**Where the registers sit**

Bar = 20 um. Other sequential cells in the stronger grey, the rest of the logic in the fainter grey.
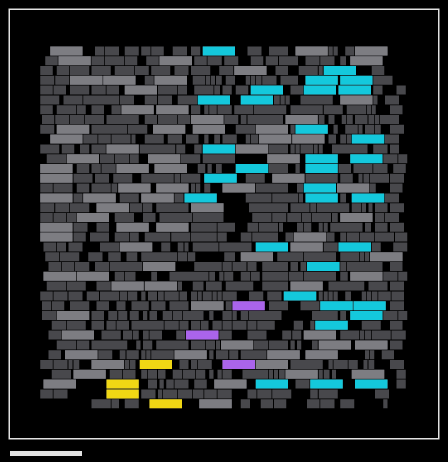
**Selected gate families**

Bar = 20 um.
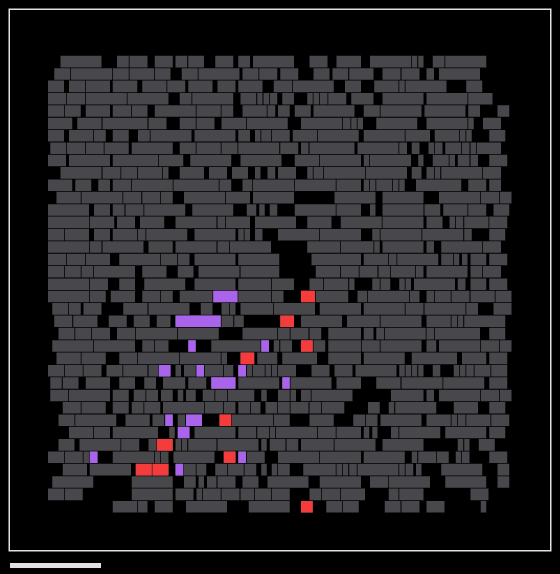
**Pin map**

Pins as bars across the die edge, other pins in grey.
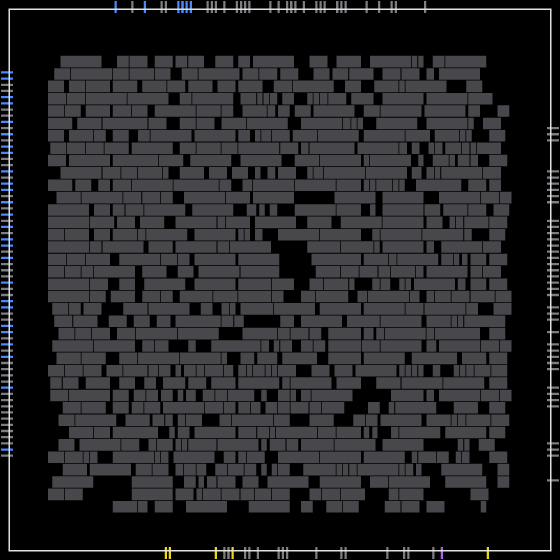
## config.mk

```make
export PLATFORM = sky130hd
export DESIGN_NAME = ace_snoop_responder
export DESIGN_NICKNAME = d
export VERILOG_FILES = /design/src/rtl/ace_snoop_responder.sv
export SDC_FILE = /design/constraint.sdc
export NUM_CORES = 1
export LEC_CHECK = 0
export CORE_MARGIN = 8
export CORE_UTILIZATION = 46
export DETAILED_ROUTE_END_ITERATION = 8
export GPL_ROUTABILITY_DRIVEN = 1
export PLACE_DENSITY_LB_ADDON = 0.15
export SETUP_SLACK_MARGIN = 0.15
export SYNTH_ARGS = -nofsm -noshare
export SYNTH_HDL_FRONTEND = slang
export SYNTH_SLANG_ARGS = --single-unit
```

## constraint.sdc

```tcl
create_clock -name clk -period 1.8 [get_ports clk]
set_clock_uncertainty 0.15 [all_clocks]
set_input_delay 0.54 -clock clk [delete_from_list [all_inputs] [get_ports clk]]
set_output_delay 0.54 -clock clk [all_outputs]
set_load 0.02 [all_outputs]
```

## src/rtl/ace_snoop_responder.sv

```systemverilog
// ace_snoop_responder
//   Answers ACE snoops on behalf of a single-beat-per-line cache.
//   Flow: IDLE -> LOOKUP -> RESP -> [DATA] -> [UPDATE] -> IDLE.
//   One snoop is outstanding at a time. The responder yields to the
//   cache controller while cpu_busy is high, but only at acceptance.
//
//   Optional build macro: SNOOP_ERROR_RESP_EN. When defined,
//   unsupported snoop types answer crresp=00010 (Error). When it is
//   undefined, they answer crresp=00000.
//
// Ports
//   clk, reset (async, active-low)
//   AC : acvalid/acready, acaddr, acsnoop      - snoop address in
//   CR : crvalid/crready, crresp               - snoop response out
//        crresp = {WasUnique, IsShared, PassDirty, Error, DataTransfer}
//   CD : cdvalid/cdready, cddata, cdlast       - single-beat snoop data out
//   Tag lookup : snoop_lookup, snoop_addr -> snoop_hit, line_state, line_data
//   State update : snoop_state_we, snoop_new_state
//   Arbitration : cpu_busy in, snoop_active out
module ace_snoop_responder #(
    parameter int ADDR_WIDTH  = 32,
    parameter int DATA_WIDTH  = 32,
    parameter int WIDTH_STATE = 3
) (
    input  logic                   clk,
    input  logic                   reset,
    input  logic                   acvalid,
    output logic                   acready,
    input  logic [ADDR_WIDTH-1:0]  acaddr,
    input  logic [3:0]             acsnoop,
    output logic                   crvalid,
    input  logic                   crready,
    output logic [4:0]             crresp,
    output logic                   cdvalid,
    input  logic                   cdready,
    output logic [DATA_WIDTH-1:0]  cddata,
    output logic                   cdlast,
    output logic                   snoop_lookup,
    output logic [ADDR_WIDTH-1:0]  snoop_addr,
    input  logic                   snoop_hit,
    input  logic [WIDTH_STATE-1:0] line_state,
    input  logic [DATA_WIDTH-1:0]  line_data,
    output logic                   snoop_state_we,
    output logic [WIDTH_STATE-1:0] snoop_new_state,
    input  logic                   cpu_busy,
    output logic                   snoop_active
);

    localparam logic [WIDTH_STATE-1:0] ST_UC = WIDTH_STATE'(0);
    localparam logic [WIDTH_STATE-1:0] ST_UD = WIDTH_STATE'(1);
    localparam logic [WIDTH_STATE-1:0] ST_SC = WIDTH_STATE'(2);
    localparam logic [WIDTH_STATE-1:0] ST_SD = WIDTH_STATE'(3);
    localparam logic [WIDTH_STATE-1:0] ST_I  = WIDTH_STATE'(4);

    localparam logic [3:0] SN_READ_ONCE     = 4'b0000;
    localparam logic [3:0] SN_READ_SHARED   = 4'b0001;
    localparam logic [3:0] SN_READ_UNIQUE   = 4'b0111;
    localparam logic [3:0] SN_CLEAN_INVALID = 4'b1001;
    localparam logic [3:0] SN_MAKE_INVALID  = 4'b1101;

    typedef enum logic [2:0] {IDLE, LOOKUP, RESP, DATA, UPDATE} state_t;

    state_t                 state;
    logic [3:0]             snoop_q;
    logic [DATA_WIDTH-1:0]  data_q;
    logic                   dt_q;
    logic                   upd_q;
    logic [WIDTH_STATE-1:0] ns_q;

    // Decision for the snoop, evaluated against the tag-lookup result
    // during LOOKUP. It is captured at the end of that cycle.
    logic                   line_valid;
    logic                   dirty;
    logic                   unique_l;
    logic [4:0]             resp_d;
    logic                   dt_d;
    logic                   upd_d;
    logic [WIDTH_STATE-1:0] ns_d;

    always_comb begin
        line_valid = snoop_hit && (line_state != ST_I);
        dirty      = (line_state == ST_UD) || (line_state == ST_SD);
        unique_l   = (line_state == ST_UC) || (line_state == ST_UD);
        resp_d     = '0;
        dt_d       = 1'b0;
        upd_d      = 1'b0;
        ns_d       = ST_I;
        case (snoop_q)
            SN_READ_ONCE: if (line_valid) begin
                resp_d = {unique_l, 1'b1, 1'b0, 1'b0, 1'b1};
                dt_d   = 1'b1;
            end
            SN_READ_SHARED: if (line_valid) begin
                resp_d = {unique_l, 1'b1, dirty, 1'b0, 1'b1};
                dt_d   = 1'b1;
                ns_d   = ST_SC;
                upd_d  = (line_state != ST_SC);
            end
            SN_READ_UNIQUE: if (line_valid) begin
                resp_d = {unique_l, 1'b0, dirty, 1'b0, 1'b1};
                dt_d   = 1'b1;
                upd_d  = 1'b1;
            end
            SN_CLEAN_INVALID: if (line_valid) begin
                resp_d = {unique_l, 1'b0, dirty, 1'b0, dirty};
                dt_d   = dirty;
                upd_d  = 1'b1;
            end
            SN_MAKE_INVALID: if (line_valid) begin
                resp_d = {unique_l, 1'b0, 1'b0, 1'b0, 1'b0};
                upd_d  = 1'b1;
            end
            default: begin
`ifdef SNOOP_ERROR_RESP_EN
                resp_d = 5'b00010;
`else
                resp_d = 5'b00000;
`endif
            end
        endcase
    end

    // Combinational so that a falling cpu_busy allows acceptance in the
    // same cycle. Gated by reset so that it reads 0 while reset is held.
    assign acready = reset && (state == IDLE) && !cpu_busy;

    always_ff @(posedge clk or negedge reset) begin
        if (!reset) begin
            state           <= IDLE;
            snoop_q         <= '0;
            data_q          <= '0;
            dt_q            <= 1'b0;
            upd_q           <= 1'b0;
            ns_q            <= '0;
            crvalid         <= 1'b0;
            crresp          <= '0;
            cdvalid         <= 1'b0;
            cddata          <= '0;
            cdlast          <= 1'b0;
            snoop_lookup    <= 1'b0;
            snoop_addr      <= '0;
            snoop_state_we  <= 1'b0;
            snoop_new_state <= '0;
            snoop_active    <= 1'b0;
        end else begin
            case (state)
                IDLE: begin
                    if (acvalid && !cpu_busy) begin
                        snoop_addr   <= acaddr;
                        snoop_q      <= acsnoop;
                        snoop_lookup <= 1'b1;
                        snoop_active <= 1'b1;
                        state        <= LOOKUP;
                    end
                end
                LOOKUP: begin
                    snoop_lookup <= 1'b0;
                    data_q       <= line_data;
                    dt_q         <= dt_d;
                    upd_q        <= upd_d;
                    ns_q         <= ns_d;
                    crresp       <= resp_d;
                    crvalid      <= 1'b1;
                    state        <= RESP;
                end
                RESP: begin
                    if (crready) begin
                        crvalid <= 1'b0;
                        crresp  <= '0;
                        if (dt_q) begin
                            cdvalid <= 1'b1;
                            cdlast  <= 1'b1;
                            cddata  <= data_q;
                            state   <= DATA;
                        end else if (upd_q) begin
                            snoop_state_we  <= 1'b1;
                            snoop_new_state <= ns_q;
                            state           <= UPDATE;
                        end else begin
                            snoop_active <= 1'b0;
                            state        <= IDLE;
                        end
                    end
                end
                DATA: begin
                    if (cdready) begin
                        cdvalid <= 1'b0;
                        cdlast  <= 1'b0;
                        cddata  <= '0;
                        if (upd_q) begin
                            snoop_state_we  <= 1'b1;
                            snoop_new_state <= ns_q;
                            state           <= UPDATE;
                        end else begin
                            snoop_active <= 1'b0;
                            state        <= IDLE;
                        end
                    end
                end
                UPDATE: begin
                    snoop_state_we  <= 1'b0;
                    snoop_new_state <= '0;
                    snoop_active    <= 1'b0;
                    state           <= IDLE;
                end
                default: state <= IDLE;
            endcase
        end
    end

endmodule

```

==> impl_metrics.py <==
# Generated from Yosys and OpenROAD reports
metrics = {
    "timing": {
        "final_setup_violation_count": 94,
        "timing.slew.headroom": 0.401,
        "whs_ns": 0.0963,
        "fmax_mhz": 484,
        "hold_violations": 0,
        "rsz_0062_raised_after_global_routing": "true",
        "final_critical_path_setup_slack_ns": -0.265,
    },
    "setup_path": {
        "worst-endpoint-required_ns": 1.11,
        "timing.critical_path.cells": "nor2_2, and3_4, buf_6",
        "crit_path_start": "state[2]$_DFFE_PN0P_",
        "rr_endpoint": "data_q[28]$_DFFE_PN0P_",
    },
    "cts": {
        "tritoncts_num_sinks": 118,
        "path_clk_slew_ns": 0.05,
    },
    "layout": {
        "lay_top_cells": "sky130_fd_sc_hd__dfrtp_1 (118), sky130_fd_sc_hd__buf_6 (90), sky130_fd_sc_hd__clkdlybuf4s50_1 (75)",
    },
    "synthesis": {
        "post_synth_and_or_nand_nor_area_fraction": 0.140,
        "yosys_area_sq_um": 4860,
        "flop_cell": "sky130_fd_sc_hd__dfrtp_1",
        "synth_cells": 387,
        "yosys.area_share.adder": 0,
        "largest_area_cell": "sky130_fd_sc_hd__dfrtp_1",
        "area_fraction_in_compound_gates_after_synthesis": 0.0373,
        "synth_async_sr_flop_share": 1.00,
        "post_synth_main_area_contributors": "sky130_fd_sc_hd__dfrtp_1 (61%), sky130_fd_sc_hd__mux2_1 (6.9%), sky130_fd_sc_hd__nand2_1 (5.9%)",
        "avgSynthCellArea_sq_um": 12.6,
        "synth-cells-yosys": 387,
    },
    "global_routing": {
        "grt_pass1_wl_mm": 23.1,
        "first_global_vias": 4374,
    },
    "flow_run": {
        "drv.max_cap_violation_count": 0,
        "total_tool_warning_count": 28,
    },
    "placement": {
        "placement.io_buffers": 154,
        "detailedPlace.worstSlack_ns": -0.797,
    },
    "drt": {
        "vias_per_cell": 5.19,
    },
    "run_status": {
        "result_of_the_run": "complete, but fails checks",
        "violations": "setup timing",
    },
    "floorplanning": {
        "dieWidth_um": 119,
    },
}
Notes on 'where the registers sit' above:
crresp -> yellow  # flops 4
cddata -> cyan  # flops 32
state -> purple  # flops 3
flip-flop and latch power: 0.00499 W
FF+latch area: 2950 sq um

Notes on 'selected gate families' above:
inverting AOI/OAI gates -> purple  # cells 15, most used a21oi_1
AND-OR and OR-AND gates -> red  # cells 10, most used o21a_1, where bottom centre
Final Non-Filler Cells: 789
most instantiated logic cell after routing: sky130_fd_sc_hd__dfrtp_1
multi-input gate share of total cell area: 0.234

Notes on 'pin map' above:
crresp -> yellow  # pins 5, direction output, edge bottom
acaddr -> blue  # pins 32, direction input, edge 26 left, 6 top
cdlast -> purple  # pins 1, direction output, edge bottom
all pins by edge = 63 left, 39 right, 34 top, 21 bottom

-- state kept, by name, indices dropped and copies added, names as in the netlist --
| signal | flops |
|---|---|
| cddata | 32 |
| cdlast | 1 |
| crresp | 4 |
| crvalid | 1 |
| data_q | 32 |
| dt_q | 1 |
| ns_q | 2 |
| snoop_active | 1 |
| snoop_addr | 32 |
| snoop_lookup | 1 |
| snoop_new_state | 2 |
| snoop_q | 4 |
| snoop_state_we | 1 |
| state | 3 |
| upd_q | 1 |
-- area by class of cell --
cell class	count	area, sq um
Multi-Input combinational cell	237	2020
Timing Repair Buffer	259	2910
Tap cell	136	170
Sequential cell	118	2950
Inverter	9	33.8
Clock inverter	9	103
Clock buffer	21	459
Fill cell	536	1630
-- stage by stage --
stage	cell area, sq um	std cells	power, W
floorplan	4860	388	0.00757
CTS	8130	751	0.0154
detailed placement	6670	676	0.0102
finish	8650	789	0.0162
global placement	6670	676	0.00997
global route	8650	789	0.0170
-- critical path: cells and delay by family (launching register included) --
kind	cells	cell delay (ns)
and+or+nand+nor	2	0.35
buffers and inverters	1	0.12
DFF	1	0.39
-- report_power, final --
group | leakage (nW) | switching, W | internal, W
registers | 1.48 | 0.00105 | 0.00394
clock network | 0.271 | 0.00117 | 0.00205
logic | 2.52 | 0.00323 | 0.00481
-- layer usage --
metal,up-vias,global-route usage,wire length (um)
met1,2055,0.225,6000
met5,-,0,0
met3,27,0.0900,1360
li1,1844,-,-
met2,170,0.354,8350
met4,0,0.0688,335
-- what timing repair did --
action,CTS,global route
resized,533,46
hold buffers,0,0
setup endpoints to repair,140,192
cloned,9,5
pin swaps,7,12
setup buffers,36,34
-- cells by family after synthesis --
logic type,after synthesis
other,1
muxes,70
and+or+nand+nor,140
AOI/OAI and AO/OA,25
buffers and inverters,33
DFF,118
Power figures rest on the tool's default switching activity, not on a simulated workload.
